===== src/rtl/dmem_arbiter.sv =====
// dmem_arbiter: shares one single-port, word-addressed data memory between
// port 0 (CPU load/store) and port 1 (debug/DMA loader).
// - Combinational grant, fixed priority to port 0, aging counter lets port 1
//   win after MAX_STALL consecutive denied cycles.
// - Read data (1-cycle memory latency) is steered back to the issuing port.
// Optional feature macro: DMEM_ARB_BOUNDS_EN (out-of-range accesses are
// granted but not forwarded, and answered with a one-cycle err pulse).
module dmem_arbiter #(
  parameter int ADDR_WIDTH = 32,
  parameter int DATA_WIDTH = 32,
  parameter int MAX_STALL  = 4,
  parameter int MEM_WORDS  = 64
) (
  input  logic                  clk,
  input  logic                  rst,
  input  logic                  m0_req,
  input  logic                  m0_we,
  input  logic [ADDR_WIDTH-1:0] m0_addr,
  input  logic [DATA_WIDTH-1:0] m0_wdata,
  output logic                  m0_gnt,
  output logic                  m0_rvalid,
  output logic [DATA_WIDTH-1:0] m0_rdata,
  output logic                  m0_err,
  input  logic                  m1_req,
  input  logic                  m1_we,
  input  logic [ADDR_WIDTH-1:0] m1_addr,
  input  logic [DATA_WIDTH-1:0] m1_wdata,
  output logic                  m1_gnt,
  output logic                  m1_rvalid,
  output logic [DATA_WIDTH-1:0] m1_rdata,
  output logic                  m1_err,
  output logic                  mem_we,
  output logic [ADDR_WIDTH-1:0] mem_a,
  output logic [DATA_WIDTH-1:0] mem_wd,
  input  logic [DATA_WIDTH-1:0] mem_rd
);

  localparam logic [3:0] STALL_LIM = 4'(MAX_STALL);

  // Reject configurations the 4-bit aging counter or bounds check cannot honour.
  if (MAX_STALL < 1 || MAX_STALL > 15 || MEM_WORDS < 1) begin : g_param_chk
    $error("dmem_arbiter: MAX_STALL must be 1..15 and MEM_WORDS >= 1");
  end

  logic                  m0_win, m1_win, win;
  logic                  win_we;
  logic [ADDR_WIDTH-1:0] win_addr;
  logic [DATA_WIDTH-1:0] win_wd;
  logic                  oob;
  logic [3:0]            starve_cnt;
  logic                  rd_pend;
  logic                  rd_id;

  // Arbitration: aged port 1 first, then port 0, then port 1; nothing in reset.
  always_comb begin
    m0_win = 1'b0;
    m1_win = 1'b0;
    if (!rst) begin
      if (m1_req && (starve_cnt == STALL_LIM)) m1_win = 1'b1;
      else if (m0_req)                         m0_win = 1'b1;
      else if (m1_req)                         m1_win = 1'b1;
    end
  end

  assign win    = m0_win | m1_win;
  assign m0_gnt = m0_win;
  assign m1_gnt = m1_win;

  // Winner's request fields; port 0 fields when nobody wins (masked below).
  always_comb begin
    win_we   = m0_we;
    win_addr = m0_addr;
    win_wd   = m0_wdata;
    if (m1_win) begin
      win_we   = m1_we;
      win_addr = m1_addr;
      win_wd   = m1_wdata;
    end
  end

`ifdef DMEM_ARB_BOUNDS_EN
  localparam logic [ADDR_WIDTH-3:0] WORD_LIM = (ADDR_WIDTH-2)'(MEM_WORDS);
  // Word index beyond the memory: grant, but keep it off the memory bus.
  assign oob = win_addr[ADDR_WIDTH-1:2] >= WORD_LIM;
`else
  assign oob = 1'b0;
`endif

  // Memory bus: only a forwarded winner drives it, otherwise all zero.
  always_comb begin
    mem_we = win & win_we & ~oob;
    mem_a  = (win && !oob) ? win_addr : '0;
    mem_wd = win ? win_wd : '0;
  end

  // Aging counter and read-return tracking.
  always_ff @(posedge clk or posedge rst) begin
    if (rst) begin
      starve_cnt <= '0;
      rd_pend    <= 1'b0;
      rd_id      <= 1'b0;
    end else begin
      rd_pend <= win & ~win_we & ~oob;
      rd_id   <= m1_win;
      if (m1_req && !m1_win)
        starve_cnt <= (starve_cnt == STALL_LIM) ? starve_cnt : starve_cnt + 4'd1;
      else
        starve_cnt <= '0;
    end
  end

  // Steer registered memory data to the port that issued the read.
  always_comb begin
    m0_rvalid = rd_pend & ~rd_id;
    m1_rvalid = rd_pend &  rd_id;
    m0_rdata  = m0_rvalid ? mem_rd : '0;
    m1_rdata  = m1_rvalid ? mem_rd : '0;
  end

`ifdef DMEM_ARB_BOUNDS_EN
  logic err_pend;

  // Remember a rejected access so its port sees a one-cycle error.
  always_ff @(posedge clk or posedge rst) begin
    if (rst) err_pend <= 1'b0;
    else     err_pend <= win & oob;
  end

  assign m0_err = err_pend & ~rd_id;
  assign m1_err = err_pend &  rd_id;
`else
  assign m0_err = 1'b0;
  assign m1_err = 1'b0;
`endif

endmodule


===== config.mk =====
export PLATFORM = sky130hd
export DESIGN_NAME = dmem_arbiter
export DESIGN_NICKNAME = d
export VERILOG_FILES = /design/src/rtl/dmem_arbiter.sv
export SDC_FILE = /design/constraint.sdc
export NUM_CORES = 1
export LEC_CHECK = 0
export ABC_AREA = 1
export CAP_MARGIN = 20
export CORE_AREA = 2 2 116 118
export CTS_CLUSTER_DIAMETER = 100
export CTS_CLUSTER_SIZE = 30
export DETAILED_ROUTE_END_ITERATION = 7
export DIE_AREA = 0 0 118 120
export PLACE_DENSITY = 0.71
export SLEW_MARGIN = 10
export SYNTH_ARGS = -nofsm -noshare
export SYNTH_HDL_FRONTEND = slang
export SYNTH_SLANG_ARGS = --single-unit

===== constraint.sdc =====
create_clock -name clk -period 1.8 [get_ports clk]
set_input_delay 0.18 -clock clk [delete_from_list [all_inputs] [get_ports clk]]
set_output_delay 0.18 -clock clk [all_outputs]
set_load 0.02 [all_outputs]

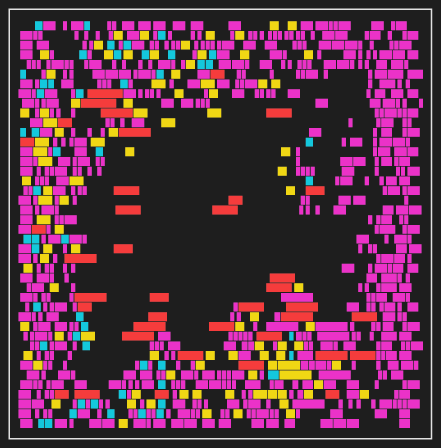
*Cells by drive strength, run 1*
| size | color | cells |
|---|---|---|
| drive 3 to 4 | yellow | 96 |
| drive 2 | cyan | 52 |
| drive 1 or less | magenta | 635 |
| drive 6 and up | red | 38 |

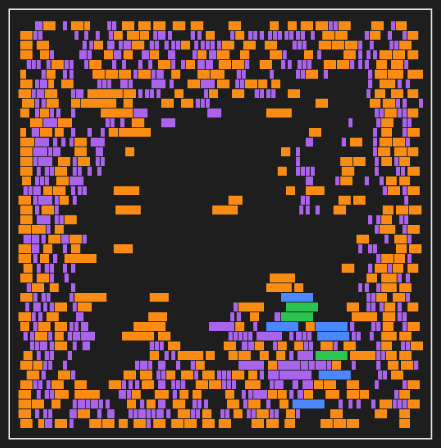
*Placed cells, one color a class, run 1*
| class | color | cells | share of their area |
|---|---|---|---|
| flip-flops | blue | 6 | 2.6% |
| cells driving clock nets | green | 3 | 1.3% |
| all other logic | purple | 464 | 36% |
| other buffers and delay cells | orange | 348 | 60% |

==> impl_metrics.csv, run 1 <==
group,metric,value,unit
synthesis,yosys-stat-cells,497,
synthesis,netlist_area,0.00210,mm2
final_timing,period_used_share,1.11,
synthesis,yosys_warnings,0,
synthesis,topCellsByArea,"nor2_1 35%, nand2_1 24%, inv_1 20%",
route,drt_iter0_drc,66,
route,drtAntennaViolNets,0,
cells_and_area,layout.cells.non_filler,998,
global_route,overflow,0,
global_route,antenna_found_initial,2,
final_timing,finalMaxSlewViolations,0,
pwr,finalPower,1.90,mW
clock_network,clock_latency,220,ps
place,placed_area,0.00550,mm2
cells_and_area,comb.multi_input.count,354,
final_timing,grt_setup_unrepaired,"true",
pwr,seq_power_share,0.080,
critical_path,cp-start-kind,"flop",
global_route,grt_pass1_vias,3775,
route,wl_met3,1160,um
clock_network,cts_inserted_buffers,3,
critical_path,crit_type,"reg -> out",
status,violations,"setup timing",
clock_network,clkSinkCount,6,
place,routabilityCongestion,0.784,
status,status,"finished with violations",
synthesis,ys_types,21,
final_timing,setup_viol,65,
critical_path,worstRegToRegCells,8,
synthesis,yosys.area.top_type,"nor2_1",
route,wire_per_inst,12.2,um
route,drc_errors,0,
cells_and_area,final_util,0.465,
cells_and_area,clkbuf_count,3,
cells_and_area,register_area,150,um2
synthesis,common_cells,"197 x nor2_1, 136 x nand2_1, 110 x inv_1, 14 x buf_2, 9 x clkbuf_1",
final_timing,setup_slack,-192,ps
critical_path,critPathLaunch,"starve_cnt[1]$_DFFE_PP0P_",
synthesis,ys.flop_type,"dfrtp_1",
place,port_buffers,298,
clock_network,cts-htree-levels,1,
cells_and_area,clk_share,0.0124,
route,vias_per_cell,3.88,
floorplan,die_w,118,um
synthesis,top_cell,"nor2_1",
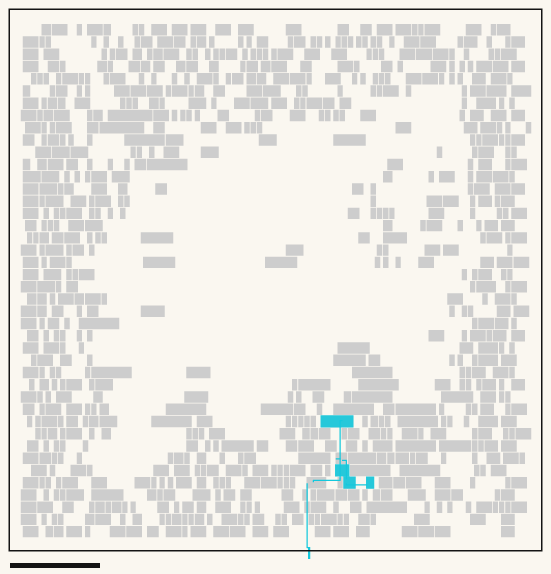
*I/O nets highlighted, run 1*
The bar under the picture is 20 um long.
| port | color | direction | end cells | buffers | wire |
|---|---|---|---|---|---|
| m0_req | cyan | input | 4 | 2 | 45.8 um |

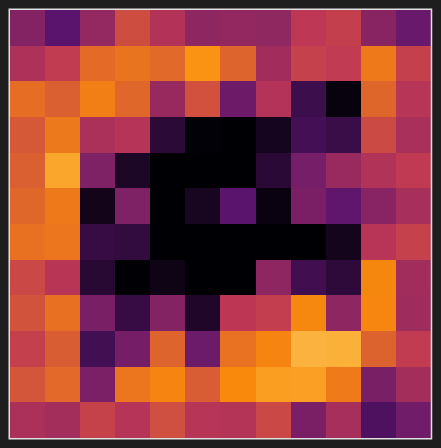
*Cell area per tile, run 1*
12 x 12 tiles, from black (low) to pale yellow (high), 0 to 100% covered.
mean over tiles: 41%
fullest tile: 83%
emptiest ninth of the die: middle
tiles over 75% full: 4.2%

[run 1: worst max-delay path: stages (launching register included)]
cell       delay [ps]
dfrtp_1           390
inv_2              80
ha_4              150
nand3_4           100
nand2_8           120
nand2_8            80
buf_12            160
clkbuf_16         160
nand2_4            50
nand2_2            40
nor2_1            100
buf_4             150
[run 1: cell usage in the layout (no fill, tap or decap), types with 2 or more instances in the layout]
cell and instances:
buf_16 2, dlymetal6s2s_1 8, buf_4 79, nand2_1 105
inv_2 2, nor2_1 170, buf_6 9, nand2_4 5
nor2_4 10, nand3_1 4, clkbuf_16 9, nand2_2 26
buf_2 5, dfrtp_1 6, buf_12 11, dlygate4sd2_1 33
nor2_2 18, conb_1 2, o21ai_0 2, clkdlybuf4s50_1 191
nand2_8 3, inv_1 108, buf_8 4
[run 1: logic make-up after synthesis]
| group | after synthesis | share of synthesized area |
|---|---|---|
| other | 1 | 0.00178 |
| XOR/XNOR | 2 | 0.00832 |
| AND-OR/OR-AND | 5 | 0.0143 |
| AND/OR/NAND/NOR | 342 | 0.620 |
| adder cells (fa/ha/maj) | 2 | 0.0119 |
| flip-flops | 6 | 0.0713 |
| buffers and inverters | 139 | 0.272 |
[run 1: state kept, by name, summed over array words and instances (netlist names)]
register and flops:
rd_id 1, starve_cnt 4, rd_pend 1
[run 1: power by group through the flow]
stage               sequential (mW)  clock [mW]  combinational, mW
finish                        0.152       0.355               1.39
global route                  0.152       0.367               1.50
CTS                           0.150       0.360               1.27
detailed placement            0.152           0               1.28
global placement              0.151           0               1.27
floorplan                     0.153           0              0.505
[run 1: per-layer routing]
metal / track usage / vias to the layer above
met1: 0.166 / 1656
li1: - / 2020
met3: 0.0532 / 6
met5: 0 / -
met4: 0.0173 / 2
met2: 0.306 / 187
### Track usage over the die, run 1

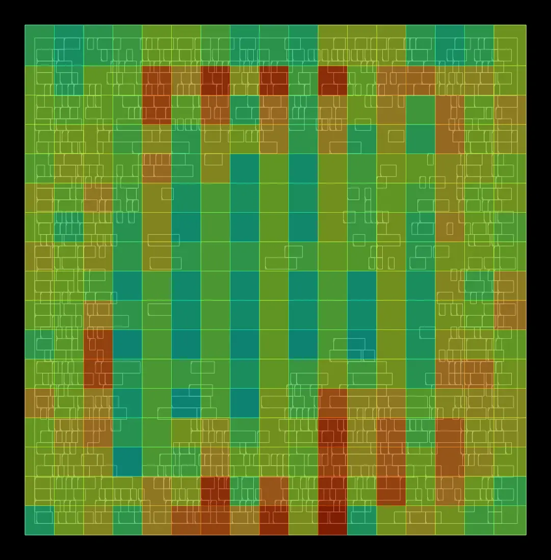

--- run 2 (diff from run 1) ---
--- a/config.mk
+++ b/config.mk
@@ -12,7 +12,9 @@
 export CTS_CLUSTER_SIZE = 30
 export DETAILED_ROUTE_END_ITERATION = 7
 export DIE_AREA = 0 0 118 120
+export GPL_TIMING_DRIVEN = 0
 export PLACE_DENSITY = 0.71
+export RECOVER_POWER = 25
 export SLEW_MARGIN = 10
 export SYNTH_ARGS = -nofsm -noshare
 export SYNTH_HDL_FRONTEND = slang
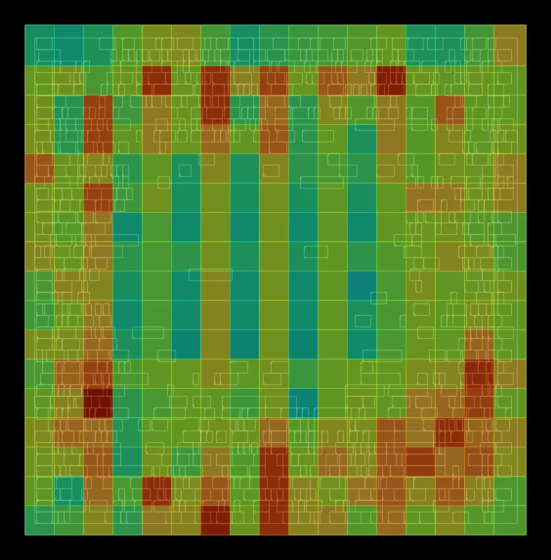
*Track usage over the die, run 2*
gr usage total: 0.177
met1 Use GR: 0.182
met3 Use GR: 0.0499
final core occ: 0.474

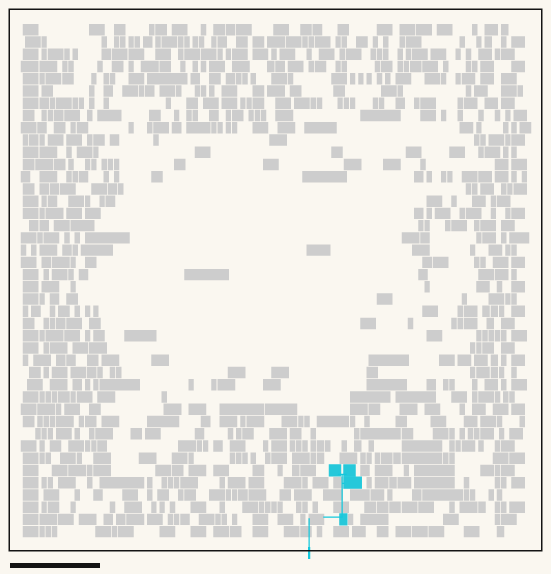
*I/O nets highlighted, run 2*
The bar under the picture is 20 um long.
| port | color | direction | end cells | buffers | wire |
|---|---|---|---|---|---|
| m0_req | cyan | input | 4 | 1 | 22.6 um |

==> run 2 against run 1 <==
  * The run still ends with setup timing left
  * Combinational power is 4% higher
  * First-iteration DRC count is 41% higher
  * Setup slack worse by 4.2 ps
  * Via count is 2.2% higher
  * Critical path type unchanged
  * Largest power group unchanged
  * Total power is 3.0% higher
  * Largest cell class unchanged
  * Sequential power hardly changed
==> impl_metrics.csv, run 2 <==
group,metric,value,unit
cells_and_area,nNetsFinal,994,
hold_path,hold_path_class,"in -> reg",
global_route,grt_pass1_wl,20100,um
synthesis,yosys-stat-cells,497,
route,drt_iter0_drc,93,
global_route,overflow,0,
synthesis,ys_types,21,
pwr,finalPower,1.95,mW
synthesis,common_cells,"197 x nor2_1, 136 x nand2_1, 110 x inv_1, 14 x buf_2, 9 x clkbuf_1",
cells_and_area,comb.multi_input.count,353,
synthesis,edf_count,0,
status,violations,"setup timing",
cells_and_area,flop-count,6,
floorplan,die_w,118,um
cells_and_area,layout.cells.non_filler,1001,
synthesis,topCellsByArea,"nor2_1 35%, nand2_1 24%, inv_1 20%",
route,wire_per_inst,13.3,um
route,vias_per_cell,3.95,
place,placed_cells,972,
cells_and_area,comb_area_frac,0.297,
cells_and_area,fillers,1384,
final_timing,finalMaxSlewViolations,0,
route,first_pass_iters,4,
critical_path,cp-end-kind,"primary output",
route,drtAntennaViolNets,0,
final_timing,max_freq,0.501,GHz
synthesis,yosys.area.top_type,"nor2_1",
synthesis,postSynth.asyncResetShare,1.00,
clock_network,cts-htree-levels,1,
clock_network,clkTransAtPathRegs,30,ps
cells_and_area,largest_reg_flops,4,
synthesis,ys_seq_frac,0.0713,
final_timing,hold_violations,0,
cells_and_area,top_register,"starve_cnt",
synthesis,yosys_area,0.00210,mm2
final_timing,grt_setup_unrepaired,"true",
place,placed_area,0.00531,mm2
cells_and_area,lay_top_cells,"168 x clkdlybuf4s50_1, 146 x nor2_1, 106 x inv_1, 100 x nand2_1, 68 x buf_4",
synthesis,netlist_area,0.00210,mm2
route,wl,13400,um
synthesis,top_cell,"nor2_1",
floorplan,pin_count,301,
final_timing,setup_viol,67,
global_route,grt_max_degree,11,
place,routabilityCongestion,0.809,
clock_network,cts_hold_buf,0,
final_timing,timing.setup.tns,-8810,ps
final_timing,min_period,2000,ps
critical_path,cp-start-kind,"flop",
synthesis,ys.flop_type,"dfrtp_1",
global_route,grt_pass1_vias,3931,
cells_and_area,register_area,150,um2
final_timing,setup_slack,-197,ps
floorplan,fp_util,0.162,
route,drc_errors,0,
critical_path,cp_max_fo,8,
clock_network,clkSinkCount,6,
clock_network,post_cts_buffers,17,
cells_and_area,antenna_cells,1,
cells_and_area,clk_share,0.0122,
synthesis,ys_ff,6,
floorplan,taps,176,
global_route,antenna_found_initial,2,
final_timing,period_used_share,1.11,
cells_and_area,seq_area_frac,0.0244,
critical_path,crit_type,"reg -> out",
final_timing,timing.hold.ws,302,ps
cells_and_area,signal_buffer_area_fraction,0.562,
place,port_buffers,298,
synthesis,synth_top_area_share,0.351,
synthesis,yosys_warnings,0,
cells_and_area,lay_top_count,"clkdlybuf4s50_1",
synthesis,avgSynthCellArea,4.23,um2
clock_network,cts_resized,539,
cells_and_area,reg_top3,"starve_cnt x4, rd_id x1, rd_pend x1",
clock_network,clock_latency,230,ps
floorplan,die-height,120,um
floorplan,rows,42,
status,status,"finished with violations",
clock_network,cts_inserted_buffers,3,
floorplan,dieArea,0.0142,mm2
cells_and_area,clkbuf_count,3,
run 2: worst paths after layout:
check | startpoint | to | slack [ps] | depth (start not counted)
max | starve_cnt[0]$_DFFE_PP0P_ | mem_wd[14] | -200 | 11
max reg2reg | starve_cnt[0]$_DFFE_PP0P_ | starve_cnt[1]$_DFFE_PP0P_ | 130 | 10
max in group asynchronous | rst | rd_id$_DFF_PP0_ | 1000 | 3
min in group asynchronous | rst | starve_cnt[0]$_DFFE_PP0P_ | 490 | 3
min reg2reg | starve_cnt[3]$_DFFE_PP0P_ | starve_cnt[3]$_DFFE_PP0P_ | 560 | 2
min | m1_req | starve_cnt[2]$_DFFE_PP0P_ | 300 | 3
run 2: kinds of logic after synthesis:
logic type / share of synthesized area
buf+inv: 0.272
fa+ha+maj: 0.0119
xor+xnor: 0.00832
simple gates: 0.620
compound gates: 0.0143
flops: 0.0713
other cells: 0.00178
run 2: report_power, final:
group | internal [mW] | leakage (nW) | total (mW) | switching (mW)
registers | 0.145 | 0.0806 | 0.153 | 0.00837
logic | 0.765 | 3.36 | 1.44 | 0.675
clock network | 0.285 | 0.0370 | 0.358 | 0.0733
total | 1.19 | 3.48 | 1.95 | 0.757
run 2: per-layer routing:
metal / routed length [um] / track usage / vias up
li1: - / - / 2033
met1: 4910 / 0.182 / 1702
met4: 256 / 0.0399 / 2
met5: 13 / 0 / -
met3: 1130 / 0.0499 / 20
met2: 7040 / 0.351 / 199
run 2: worst max-delay path, stage by stage, from the launching register on:
cell and delay [ps]:
dfrtp_1 390, inv_2 80, ha_4 150, nand3_4 80, nand2_4 110, nand2_8 100, buf_12 170, buf_8 130
nand2_2 60, nand2_2 60, nor2_4 120, buf_6 120
### Cell area per tile, run 2

12 x 12 tiles, from black (low) to pale yellow (high), 0 to 100% covered.
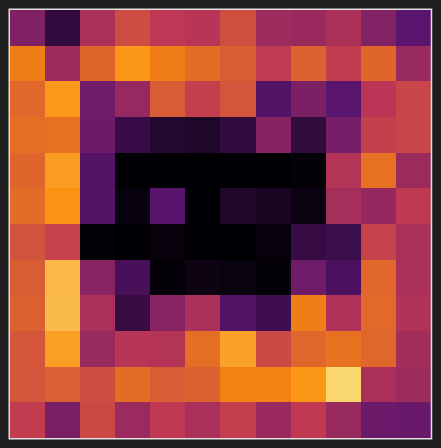

--- run 3 (diff from run 2) ---
--- a/config.mk
+++ b/config.mk
@@ -14,8 +14,8 @@
 export DIE_AREA = 0 0 118 120
 export GPL_TIMING_DRIVEN = 0
 export PLACE_DENSITY = 0.71
-export RECOVER_POWER = 25
-export SLEW_MARGIN = 10
+export SETUP_SLACK_MARGIN = 0.02
+export SLEW_MARGIN = 25
 export SYNTH_ARGS = -nofsm -noshare
 export SYNTH_HDL_FRONTEND = slang
 export SYNTH_SLANG_ARGS = --single-unit
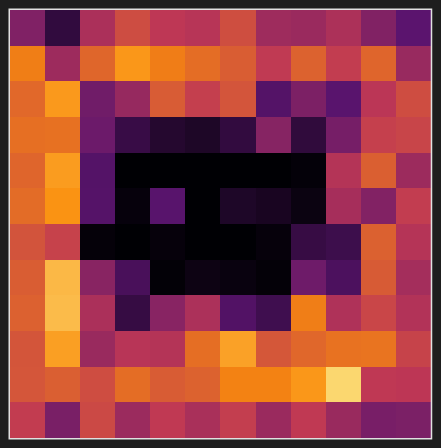
*Cell area per tile, run 3*
12 x 12 tiles, from black (low) to pale yellow (high), 0 to 100% covered.
nearly empty tiles: 11%
tiles over 75% full: 6.9%
fullest tile: 91%

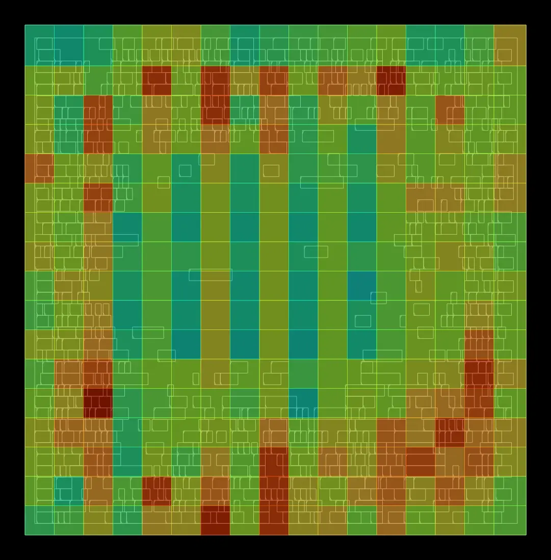
*Track usage over the die, run 3*
gr usage total: 0.177
Avg WL per Cell: 13.3 um

==> run 3 against run 2 <==
  * Highest routed layer unchanged
  * Clock-buffer cell count did not move
  * The flow still finishes with violations (setup timing)
  * Wire length barely moved
  * Clock power barely moved
  * Register-to-register slack barely moved
  * First-iteration DRC count rose by 6.5%
  * Cell area rose by 0.47%
  * Critical endpoint unchanged
  * Flip-flop count did not move
==> impl_metrics.csv, run 3 <==
group,metric,value,unit
critical_path,crit_type,"reg -> out",
cells_and_area,nNetsFinal,994,
cells_and_area,lay_top_cells,"168 x clkdlybuf4s50_1, 146 x nor2_1, 106 x inv_1, 100 x nand2_1, 68 x buf_4",
status,violations,"setup timing",
cells_and_area,clkbuf_count,3,
route,vias_per_cell,3.95,
global_route,grt_pass1_vias,3943,
cells_and_area,clk_share,0.0122,
floorplan,die-height,120,um
final_timing,setup_slack,-196,ps
route,wl,13400,um
synthesis,yosys.area.top_type,"nor2_1",
pwr,p_switching,757,uW
critical_path,crit_family,"simple AND/OR/NAND/NOR gates",
final_timing,grt_setup_unrepaired,"true",
status,status,"finished with violations",
hold_path,hold_path_startpoint,"m1_req",
cells_and_area,comb_area_frac,0.296,
synthesis,synth_xor_xnor_area_share,0.00832,
route,drtAntennaViolNets,0,
synthesis,top_cell,"nor2_1",
synthesis,common_cells,"197 x nor2_1, 136 x nand2_1, 110 x inv_1, 14 x buf_2, 9 x clkbuf_1",
synthesis,ys.flop_type,"dfrtp_1",
final_timing,timing.hold.ws,302,ps
place,port_buffers,298,
clock_network,cts_hold_buf,0,
synthesis,adder_share,0.0119,
synthesis,netlist_area,0.00210,mm2
critical_path,slowest_stage,"dfrtp_1",
pwr,p_comb,1.44,mW
synthesis,yosys_warnings,0,
critical_path,r2r_slack,130,ps
critical_path,reg2reg_to,"starve_cnt[1]$_DFFE_PP0P_",
final_timing,finalMaxSlewViolations,0,
cells_and_area,register_area,150,um2
route,drc_errors,0,
cells_and_area,top_register,"starve_cnt",
critical_path,worstReg2RegStart,"starve_cnt[0]$_DFFE_PP0P_",
floorplan,rows,42,
final_timing,setup_viol,66,
global_route,grt_pass1_wl,20100,um
hold_path,hold_path_class,"in -> reg",
pwr,sequentialPower,153,uW
critical_path,cp_max_fo,8,
final_timing,hold_violations,0,
route,drt_iter0_drc,99,
synthesis,yosys-stat-cells,497,
cells_and_area,reg_top3,"starve_cnt x4, rd_id x1, rd_pend x1",
floorplan,taps,176,
==> run 3: through the flow <==
stage	area [um2]	power, mW	instances	TNS, ps
floorplan	2110	0.659	498	0
CTS	5930	1.89	999	-12010
finish	6180	1.96	1001	-8710
global placement	5310	1.38	972	-55600
detailed placement	5310	1.39	972	-54590
global route	6170	2.08	1000	-13870
==> run 3: worst max path at each step <==
stage / start / end / slack, ps / depth (start not counted)
2_1_floorplan: starve_cnt[0]$_DFFE_PP0P_ / mem_a[10] / 90 / 9
3_3_place_gp: rst / mem_wd[25] / -1060 / 8
3_5_place_dp: rst / mem_wd[25] / -1040 / 8
4_1_cts: starve_cnt[0]$_DFFE_PP0P_ / mem_wd[25] / -240 / 11
5_1_grt: starve_cnt[0]$_DFFE_PP0P_ / mem_wd[15] / -280 / 11
6_report: starve_cnt[0]$_DFFE_PP0P_ / mem_wd[14] / -200 / 11
==> run 3: kinds of logic (layout without fill, tap and decap cells) <==
kind of cell,Yosys count,count (layout)
and+or+nand+nor,342,342
buffers and inverters,139,465
DFF,6,6
AOI/OAI and AO/OA,5,5
adders and majority gates,2,2
xor gates and xnor gates,2,2
other,1,3
==> run 3: metal layers <==
layer / routed length [um] / share of wire / global-route usage / vias up
li1: - / - / - / 2033
met1: 4930 / 0.37 / 0.182 / 1698
met2: 7050 / 0.53 / 0.352 / 197
met3: 1110 / 0.083 / 0.0499 / 20
met4: 256 / 0.019 / 0.0399 / 2
met5: 13 / 0.00097 / 0 / -
==> run 3: what timing repair did <==
action,CTS,global route
pin swaps,18,18
cloned,7,2
gates resized,543,105
buffers inserted,17,6
endpoints found under the setup margin,127,99
==> run 3: tightest hold or removal path, stage by stage <==
cell and delay [ps]:
dlymetal6s2s_1 170, nand2_1 100, a21oi_2 40
Power figures rest on the tool's default switching activity, not on a simulated workload.
